### The clock network

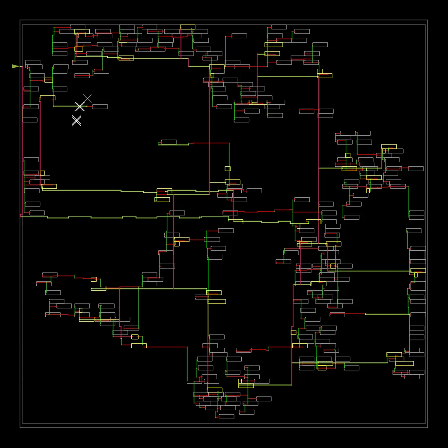
### Close-up of the layout

Window x 38 to 88, y 163 to 213 µm. Cells in grey, sequential cells in the stronger grey; small squares are vias.
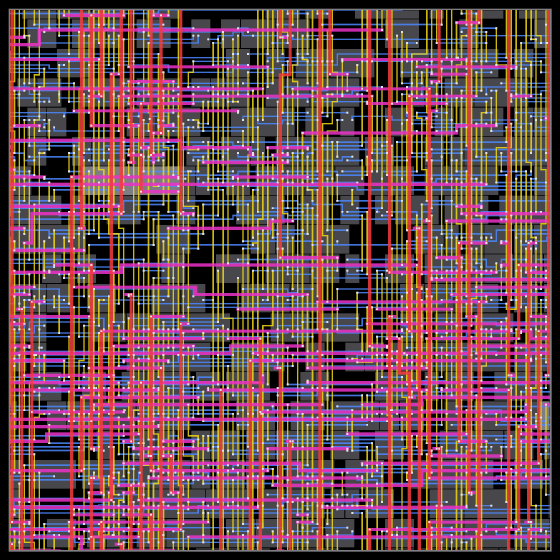
### Supply network

Pins as bars on the die edge.
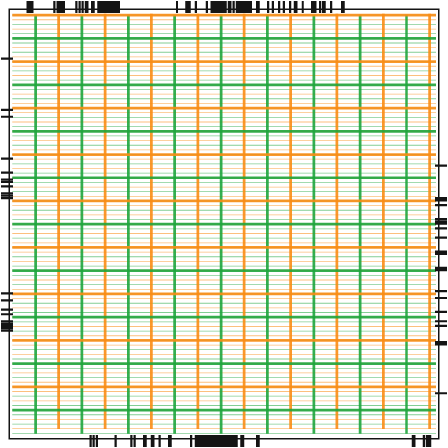
### Where the registers sit

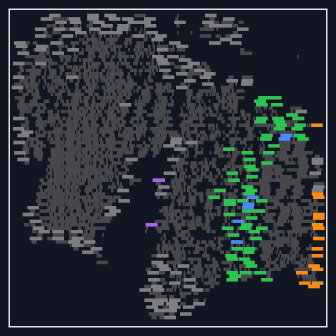
--- src/rtl/snow64_bfloat16_int_cast_unit_pkg.sv ---
// Shared types and helpers for the Snow64 scalar integer<->BFloat16 cast unit.
// Optional build macro: SNOW64_BFLOAT16_ROUND_NEAREST_EN (used by the top).
package pkg_snow64_bfloat16;

   localparam int EXP_BIAS = 127;

   typedef struct packed {
      logic       sign;
      logic [7:0] enc_exp;
      logic [6:0] enc_mantissa;
   } bfloat16_t;

   typedef enum logic [1:0] {
      INT_SIZE_8  = 2'd0,
      INT_SIZE_16 = 2'd1,
      INT_SIZE_32 = 2'd2,
      INT_SIZE_64 = 2'd3
   } int_type_size_t;

   typedef enum logic {
      CAST_INT_TO_BF16 = 1'b0,
      CAST_BF16_TO_INT = 1'b1
   } cast_op_t;

   typedef enum logic [1:0] {
      ST_IDLE = 2'd0,
      ST_S1   = 2'd1,
      ST_S2   = 2'd2
   } cast_state_t;

   // Sign- or zero-extend the low sz bits of v to 65 bits.
   function automatic logic [64:0] extend_int(input logic [63:0] v,
                                              input int_type_size_t sz,
                                              input logic sgn);
      logic [64:0] r;
      case (sz)
         INT_SIZE_8:  r = {{57{sgn & v[7]}}, v[7:0]};
         INT_SIZE_16: r = {{49{sgn & v[15]}}, v[15:0]};
         INT_SIZE_32: r = {{33{sgn & v[31]}}, v[31:0]};
         default:     r = {sgn & v[63], v};
      endcase
      return r;
   endfunction

   // Largest unsigned value of the given integer width, zero-extended.
   function automatic logic [63:0] max_unsigned(input int_type_size_t sz);
      logic [63:0] r;
      case (sz)
         INT_SIZE_8:  r = 64'h0000_0000_0000_00FF;
         INT_SIZE_16: r = 64'h0000_0000_0000_FFFF;
         INT_SIZE_32: r = 64'h0000_0000_FFFF_FFFF;
         default:     r = 64'hFFFF_FFFF_FFFF_FFFF;
      endcase
      return r;
   endfunction

endpackage

--- src/rtl/snow64_bfloat16_int_cast_unit_if.sv ---
// Command/result bundle of the cast unit.
// Handshake: start is taken only in a cycle where can_accept_cmd=1; the result
// is announced by a one-cycle valid pulse with no backpressure, and the result
// registers hold until the next valid.
interface snow64_bfloat16_int_cast_unit_if;
   logic        start;
   logic        op;
   logic [1:0]  int_size;
   logic        is_signed;
   logic [63:0] int_in;
   logic [15:0] bf16_in;
   logic        can_accept_cmd;
   logic        valid;
   logic [15:0] bf16_out;
   logic [63:0] int_out;

   modport master (
      output start, op, int_size, is_signed, int_in, bf16_in,
      input  can_accept_cmd, valid, bf16_out, int_out
   );

   modport slave (
      input  start, op, int_size, is_signed, int_in, bf16_in,
      output can_accept_cmd, valid, bf16_out, int_out
   );
endinterface

--- src/rtl/snow64_bfloat16_int_cast_unit_lzc.sv ---
// Combinational 64-bit leading-zero counter; an all-zero input yields 64.
module snow64_count_leading_zeros_64 (
   input  logic [63:0] data,
   output logic [6:0]  lz_count
);

   // Scan upward so the highest set bit wins.
   always_comb begin
      lz_count = 7'd64;
      for (int i = 0; i < 64; i++) begin
         if (data[i]) lz_count = 7'(63 - i);
      end
   end

endmodule

--- src/rtl/snow64_bfloat16_int_cast_unit.sv ---
// Scalar integer<->BFloat16 cast unit, fixed 2-cycle latency (IDLE->S1->S2).
// S1 unpacks, takes |x| and counts leading zeros; S2 shifts/packs/rounds.
// Build option SNOW64_BFLOAT16_ROUND_NEAREST_EN: int->bf16 rounds to
// nearest-even instead of truncating.
module snow64_bfloat16_int_cast_unit
   import pkg_snow64_bfloat16::*;
(
   input  logic                             clk,
   input  logic                             rst_n,
   snow64_bfloat16_int_cast_unit_if.slave   bus,
   output cast_state_t                      dbg_state
);

   cast_state_t    state_q, state_d;
   cast_op_t       op_q;
   int_type_size_t size_q;
   logic           signed_q;
   logic [63:0]    int_src_q;
   bfloat16_t      bf_q;
   logic [63:0]    mag_q;
   logic           neg_q;
   logic [6:0]     lzc_q;
   logic           valid_q;
   logic [15:0]    bf16_res_q;
   logic [63:0]    int_res_q;

   wire accept = (state_q == ST_IDLE) && bus.start;

   // State register.
   always_ff @(posedge clk or negedge rst_n) begin
      if (!rst_n) state_q <= ST_IDLE;
      else        state_q <= state_d;
   end

   // Next-state: fixed walk through the two datapath stages.
   always_comb begin
      state_d = state_q;
      case (state_q)
         ST_IDLE: if (bus.start) state_d = ST_S1;
         ST_S1:   state_d = ST_S2;
         ST_S2:   state_d = ST_IDLE;
         default: state_d = ST_IDLE;
      endcase
   end

   // Operand capture on an accepted command.
   always_ff @(posedge clk or negedge rst_n) begin
      if (!rst_n) begin
         op_q      <= CAST_INT_TO_BF16;
         size_q    <= INT_SIZE_8;
         signed_q  <= 1'b0;
         int_src_q <= 64'd0;
         bf_q      <= '0;
      end else if (accept) begin
         op_q      <= cast_op_t'(bus.op);
         size_q    <= int_type_size_t'(bus.int_size);
         signed_q  <= bus.is_signed;
         int_src_q <= bus.int_in;
         bf_q      <= bus.bf16_in;
      end
   end

   // S1 datapath: extend, absolute value, leading-zero count.
   logic [64:0] ext;
   logic [63:0] mag_d;
   logic [6:0]  lzc_d;
   assign ext   = extend_int(int_src_q, size_q, signed_q);
   assign mag_d = ext[64] ? (~ext[63:0] + 64'd1) : ext[63:0];

   snow64_count_leading_zeros_64 u_lzc (
      .data     (mag_d),
      .lz_count (lzc_d)
   );

   // S1 stage registers.
   always_ff @(posedge clk or negedge rst_n) begin
      if (!rst_n) begin
         mag_q <= 64'd0;
         neg_q <= 1'b0;
         lzc_q <= 7'd0;
      end else if (state_q == ST_S1) begin
         mag_q <= mag_d;
         neg_q <= ext[64];
         lzc_q <= lzc_d;
      end
   end

   // S2 int->bf16: normalise so the MSB lands at bit 63, then pack.
   logic [7:0]  norm_hi;
   logic        round_up;
`ifdef SNOW64_BFLOAT16_ROUND_NEAREST_EN
   logic [63:0] norm;
   assign norm     = mag_q << lzc_q;
   assign norm_hi  = norm[63:56];
   assign round_up = norm[55] & (norm[56] | (|norm[54:0]));
`else
   assign norm_hi  = 8'((mag_q << lzc_q) >> 56);
   assign round_up = 1'b0;
`endif
   logic [7:0]  mant_sum;
   logic [5:0]  msb_pos;
   logic [7:0]  exp_w;
   logic [15:0] bf16_res;
   assign mant_sum = {1'b0, norm_hi[6:0]} + {7'd0, round_up};
   assign msb_pos  = 6'(7'd63 - lzc_q);
   assign exp_w    = 8'(EXP_BIAS) + {2'b00, msb_pos} + {7'd0, mant_sum[7]};
   assign bf16_res = norm_hi[7] ? {neg_q, exp_w, mant_sum[6:0]} : 16'h0000;

   // S2 bf16->int: scale {1,mant} by exp-134, truncate, then saturate.
   logic [7:0]  unb_exp;
   logic [5:0]  sh;
   logic [63:0] sig64;
   logic [63:0] mag_i;
   logic [63:0] lim_u;
   logic [63:0] lim_s;
   logic        is_nan;
   logic        is_small;
   logic        is_ovf;
   assign unb_exp  = bf_q.enc_exp - 8'(EXP_BIAS);
   assign sh       = unb_exp[5:0];
   assign sig64    = {56'd0, 1'b1, bf_q.enc_mantissa};
   assign mag_i    = (sh >= 6'd7) ? (sig64 << (sh - 6'd7)) : (sig64 >> (6'd7 - sh));
   assign is_nan   = (&bf_q.enc_exp) & (|bf_q.enc_mantissa);
   assign is_small = bf_q.enc_exp < 8'(EXP_BIAS);
   assign is_ovf   = (&bf_q.enc_exp) | (unb_exp >= 8'd64);
   assign lim_u    = max_unsigned(size_q);
   assign lim_s    = lim_u >> 1;

   logic [63:0] int_res;
   // Range selection; in-range values are already correctly extended to 64b.
   always_comb begin
      int_res = 64'd0;
      if (is_nan || is_small) begin
         int_res = 64'd0;
      end else if (bf_q.sign) begin
         if (!signed_q)                              int_res = 64'd0;
         else if (is_ovf || (mag_i > lim_s + 64'd1)) int_res = ~lim_s;
         else                                        int_res = 64'd0 - mag_i;
      end else if (signed_q) begin
         int_res = (is_ovf || (mag_i > lim_s)) ? lim_s : mag_i;
      end else begin
         int_res = (is_ovf || (mag_i > lim_u)) ? lim_u : mag_i;
      end
   end

   // Result registers: only the register of the executed op is updated.
   always_ff @(posedge clk or negedge rst_n) begin
      if (!rst_n) begin
         valid_q    <= 1'b0;
         bf16_res_q <= 16'h0000;
         int_res_q  <= 64'd0;
      end else begin
         valid_q <= (state_q == ST_S2);
         if (state_q == ST_S2) begin
            if (op_q == CAST_INT_TO_BF16) bf16_res_q <= bf16_res;
            else                          int_res_q  <= int_res;
         end
      end
   end

   assign bus.can_accept_cmd = (state_q == ST_IDLE);
   assign bus.valid          = valid_q;
   assign bus.bf16_out       = bf16_res_q;
   assign bus.int_out        = int_res_q;
   assign dbg_state          = state_q;

endmodule

--- src/flat_wrapper.sv ---
// flat-port wrapper written by rule: the top's interface ports become plain ports
module snow64_bfloat16_int_cast_unit_flat import pkg_snow64_bfloat16::*;
  (clk, rst_n, dbg_state, bus_start, bus_op, bus_int_size, bus_is_signed, bus_int_in, bus_bf16_in, bus_can_accept_cmd, bus_valid, bus_bf16_out, bus_int_out);
  snow64_bfloat16_int_cast_unit_if bus_i ();
  input  logic clk;
  input  logic rst_n;
  output cast_state_t dbg_state;
  input wire logic [$bits(bus_i.start)-1:0] bus_start;
  input wire logic [$bits(bus_i.op)-1:0] bus_op;
  input wire logic [$bits(bus_i.int_size)-1:0] bus_int_size;
  input wire logic [$bits(bus_i.is_signed)-1:0] bus_is_signed;
  input wire logic [$bits(bus_i.int_in)-1:0] bus_int_in;
  input wire logic [$bits(bus_i.bf16_in)-1:0] bus_bf16_in;
  output wire logic [$bits(bus_i.can_accept_cmd)-1:0] bus_can_accept_cmd;
  output wire logic [$bits(bus_i.valid)-1:0] bus_valid;
  output wire logic [$bits(bus_i.bf16_out)-1:0] bus_bf16_out;
  output wire logic [$bits(bus_i.int_out)-1:0] bus_int_out;
  assign bus_i.start = bus_start;
  assign bus_i.op = bus_op;
  assign bus_i.int_size = bus_int_size;
  assign bus_i.is_signed = bus_is_signed;
  assign bus_i.int_in = bus_int_in;
  assign bus_i.bf16_in = bus_bf16_in;
  assign bus_can_accept_cmd = bus_i.can_accept_cmd;
  assign bus_valid = bus_i.valid;
  assign bus_bf16_out = bus_i.bf16_out;
  assign bus_int_out = bus_i.int_out;
  snow64_bfloat16_int_cast_unit u_core (.clk(clk), .rst_n(rst_n), .bus(bus_i), .dbg_state(dbg_state));
endmodule
--- config.mk ---
export PLATFORM = sky130hd
export DESIGN_NAME = snow64_bfloat16_int_cast_unit_flat
export DESIGN_NICKNAME = d
export VERILOG_FILES = /design/src/rtl/snow64_bfloat16_int_cast_unit_pkg.sv /design/src/rtl/snow64_bfloat16_int_cast_unit_if.sv /design/src/rtl/snow64_bfloat16_int_cast_unit_lzc.sv /design/src/rtl/snow64_bfloat16_int_cast_unit.sv /design/src/flat_wrapper.sv
export SDC_FILE = /design/constraint.sdc
export NUM_CORES = 1
export LEC_CHECK = 0
export ABC_CLOCK_PERIOD_IN_PS = 5500
export CAP_MARGIN = 15
export CORE_UTILIZATION = 35
export CTS_CLUSTER_SIZE = 25
export DETAILED_ROUTE_END_ITERATION = 7
export DONT_BUFFER_PORTS = 1
export GPL_ROUTABILITY_DRIVEN = 0
export GPL_TIMING_DRIVEN = 0
export SYNTH_ARGS = -nofsm -noshare
export SYNTH_HDL_FRONTEND = slang
export SYNTH_SLANG_ARGS = --single-unit
--- constraint.sdc ---
create_clock -name clk -period 5.5 [get_ports clk]
set_input_delay 1.1 -clock clk [delete_from_list [all_inputs] [get_ports clk]]
set_output_delay 1.1 -clock clk [all_outputs]
set_load 0.02 [all_outputs]
==> impl_metrics.env <==
# flow metrics
export IMPL_num_rows=90
export IMPL_ys_top_cells_by_area="dfrtp_1 28%, mux4_2 10%, ha_1 5.0%"
export IMPL_critPathArrivalTime_ns=6.04
export IMPL_drc=10
export IMPL_status="finished with violations"
export IMPL_worstRegToRegCells=23
export IMPL_worstSetupEndpointType="flop"
export IMPL_ys_area_mm2=0.0216
export IMPL_area_growth_pct=19.8
export IMPL_layout_setup_ws_ns=-0.0797
export IMPL_p_clk_share_pct=11.9
export IMPL_violations="DRC, setup timing"
export IMPL_yosysTopAreaCell="dfrtp_1"
export IMPL_common_cells="280 x nand2_1, 239 x dfrtp_1, 173 x o21ai_0"
export IMPL_ys_flops=239
export IMPL_fin_skew_ns=0.0337
export IMPL_netlist_cell_type_count=116
export IMPL_ys_flop_type="dfrtp_1"
export IMPL_worst_pin_slew_ns=1.20
export IMPL_track_usage_pct=27.1
export IMPL_port_buffers=0
export IMPL_synth_area_mm2=0.0216
export IMPL_combPwrFrac_pct=68.7
export IMPL_grt_max_degree=240
export IMPL_firstDrtPassIters=8
export IMPL_avgSynthCellArea_um2=8.86
export IMPL_ctsResizeCount=167
export IMPL_setup_viol=38
export IMPL_clkTransAtPathRegs_ns=0.06
export IMPL_pin_count=171
Back to the opening pictures, 'The clock network':
Clk Latency, worst-skew pair: 0.61 ns
flop count: 239
Clk. pwr: 2.10 mW

Back to the opening pictures, 'Close-up of the layout':
| layer | colour |
|---|---|
| metal 3 | magenta |
| metal 2 | yellow |
| metal 1 | blue |
| metal 4 | red |
sequential cells in the window: 1
cells with their middle in the window: 224
netlist names of flops here include: `u_core.bus.int_out` (1)
most frequent: buf_4 (28), nand2_1 (15)

Back to the opening pictures, 'Supply network':
| net | colour |
|---|---|
| VSS | green |
| VDD | orange |
met5 straps: 18
met1 rails: 91
met4 straps: 18
rows: 90

Back to the opening pictures, 'Where the registers sit':
| name in the netlist | colour | sequential cells |
|---|---|---|
| `u_core.bus.bf16_out` | orange | 16 |
| `u_core.mag_q` | green | 64 |
| `u_core.size_q` | purple | 2 |
| `u_core.lzc_q` | blue | 7 |

-- power groups by stage --
stage | logic (mW) | registers [mW] | clock network [mW]
global placement | 9.74 | 3.39 | 0
global route | 12.6 | 3.48 | 2.20
detailed placement | 9.88 | 3.42 | 0
finish | 12.1 | 3.41 | 2.10
floorplan | 7.27 | 3.06 | 0
CTS | 10.7 | 3.39 | 2.13
-- path summary, 6_finish.rpt --
path	from	to	slack (ns)
worst max-delay path	u_core.bf_q[7]	u_core.bus.int_out[23]	-0.08
worst min-delay path	rst_n	u_core.bus.bf16_out[11]	0.21
worst max register to register	u_core.bf_q[7]	u_core.bus.int_out[23]	-0.08
worst min register to register	u_core.neg_q	u_core.bus.bf16_out[15]	0.50
max in group asynchronous	rst_n	u_core.bus.int_out[30]	4.82
min in group clk	u_core.neg_q	u_core.bus.bf16_out[15]	0.50
-- sequential cells by signal (all words and copies together) (netlist names), 2 cells and up --
register	flops
u_core.bus.int_out	64
u_core.int_src_q	64
u_core.mag_q	64
u_core.bf_q	16
u_core.bus.bf16_out	16
u_core.lzc_q	7
u_core.dbg_state	2
u_core.size_q	2
-- cell usage in the layout (no fill, tap or decap), types with 44 or more instances in the layout --
master and instances:
nand2_1 269, dfrtp_1 235, o21ai_0 159, nor2_1 135
a21oi_1 112, buf_4 105, clkbuf_1 101, mux4_2 97
mux2_2 92, ha_1 78, nand3_1 69, nor3_1 63
xnor2_1 52, nand4_1 44
-- critical path, stage by stage, from the launching register on --
cell	delay, ns
dfrtp_2	0.43
buf_8	0.14
clkinv_8	0.06
ha_4	0.35
buf_12	0.14
mux4_2	0.57
nand2_2	0.12
a21bo_4	0.25
a22oi_2	0.29
buf_6	0.18
nor2_4	0.05
ha_4	0.28
nand4_1	0.15
nor4_4	0.40
nand3_1	0.17
nor2_1	0.17
o2111ai_2	0.15
nor4_4	0.32
o21bai_4	0.20
mux2i_4	0.11
buf_6	0.21
buf_8	0.14
a32oi_4	0.41
nand3_1	0.13
-- final cells by class --
cell class | count | share of cell area (%)
Tap cell | 782 | 3.78
Sequential cell | 239 | 23.1
Antenna cell | 2 | 0.0193
Buffer | 170 | 3.53
Clock inverter | 20 | 0.807
Timing Repair Buffer | 107 | 3.48
Inverter | 49 | 0.773
Clock buffer | 35 | 3.21
Multi-Input combinational cell | 1990 | 61.3
-- per-layer routing --
| metal | GRT usage (%) | wire (µm) | share of wire, % | vias up |
|---|---|---|---|---|
| met5 | 0 | 22 | 0.025 | - |
| met4 | 14.4 | 6010 | 6.8 | 4 |
| met3 | 5.43 | 8600 | 9.7 | 455 |
| met2 | 47.1 | 42900 | 48 | 1561 |
| met1 | 31.4 | 31500 | 35 | 10800 |
| li1 | - | - | - | 9554 |
-- cells by family after synthesis --
| logic type | count (synthesis) | share of synthesized area [%] |
|---|---|---|
| flops | 239 | 27.7 |
| fa+ha+maj | 87 | 5.04 |
| buf+inv | 224 | 4.45 |
| xor+xnor | 83 | 3.43 |
| simple gates | 910 | 21.6 |
| compound gates | 673 | 21.4 |
| mux | 222 | 16.4 |
| other cells | 1 | 0.0173 |
Power is estimated from default activity; no workload was simulated.
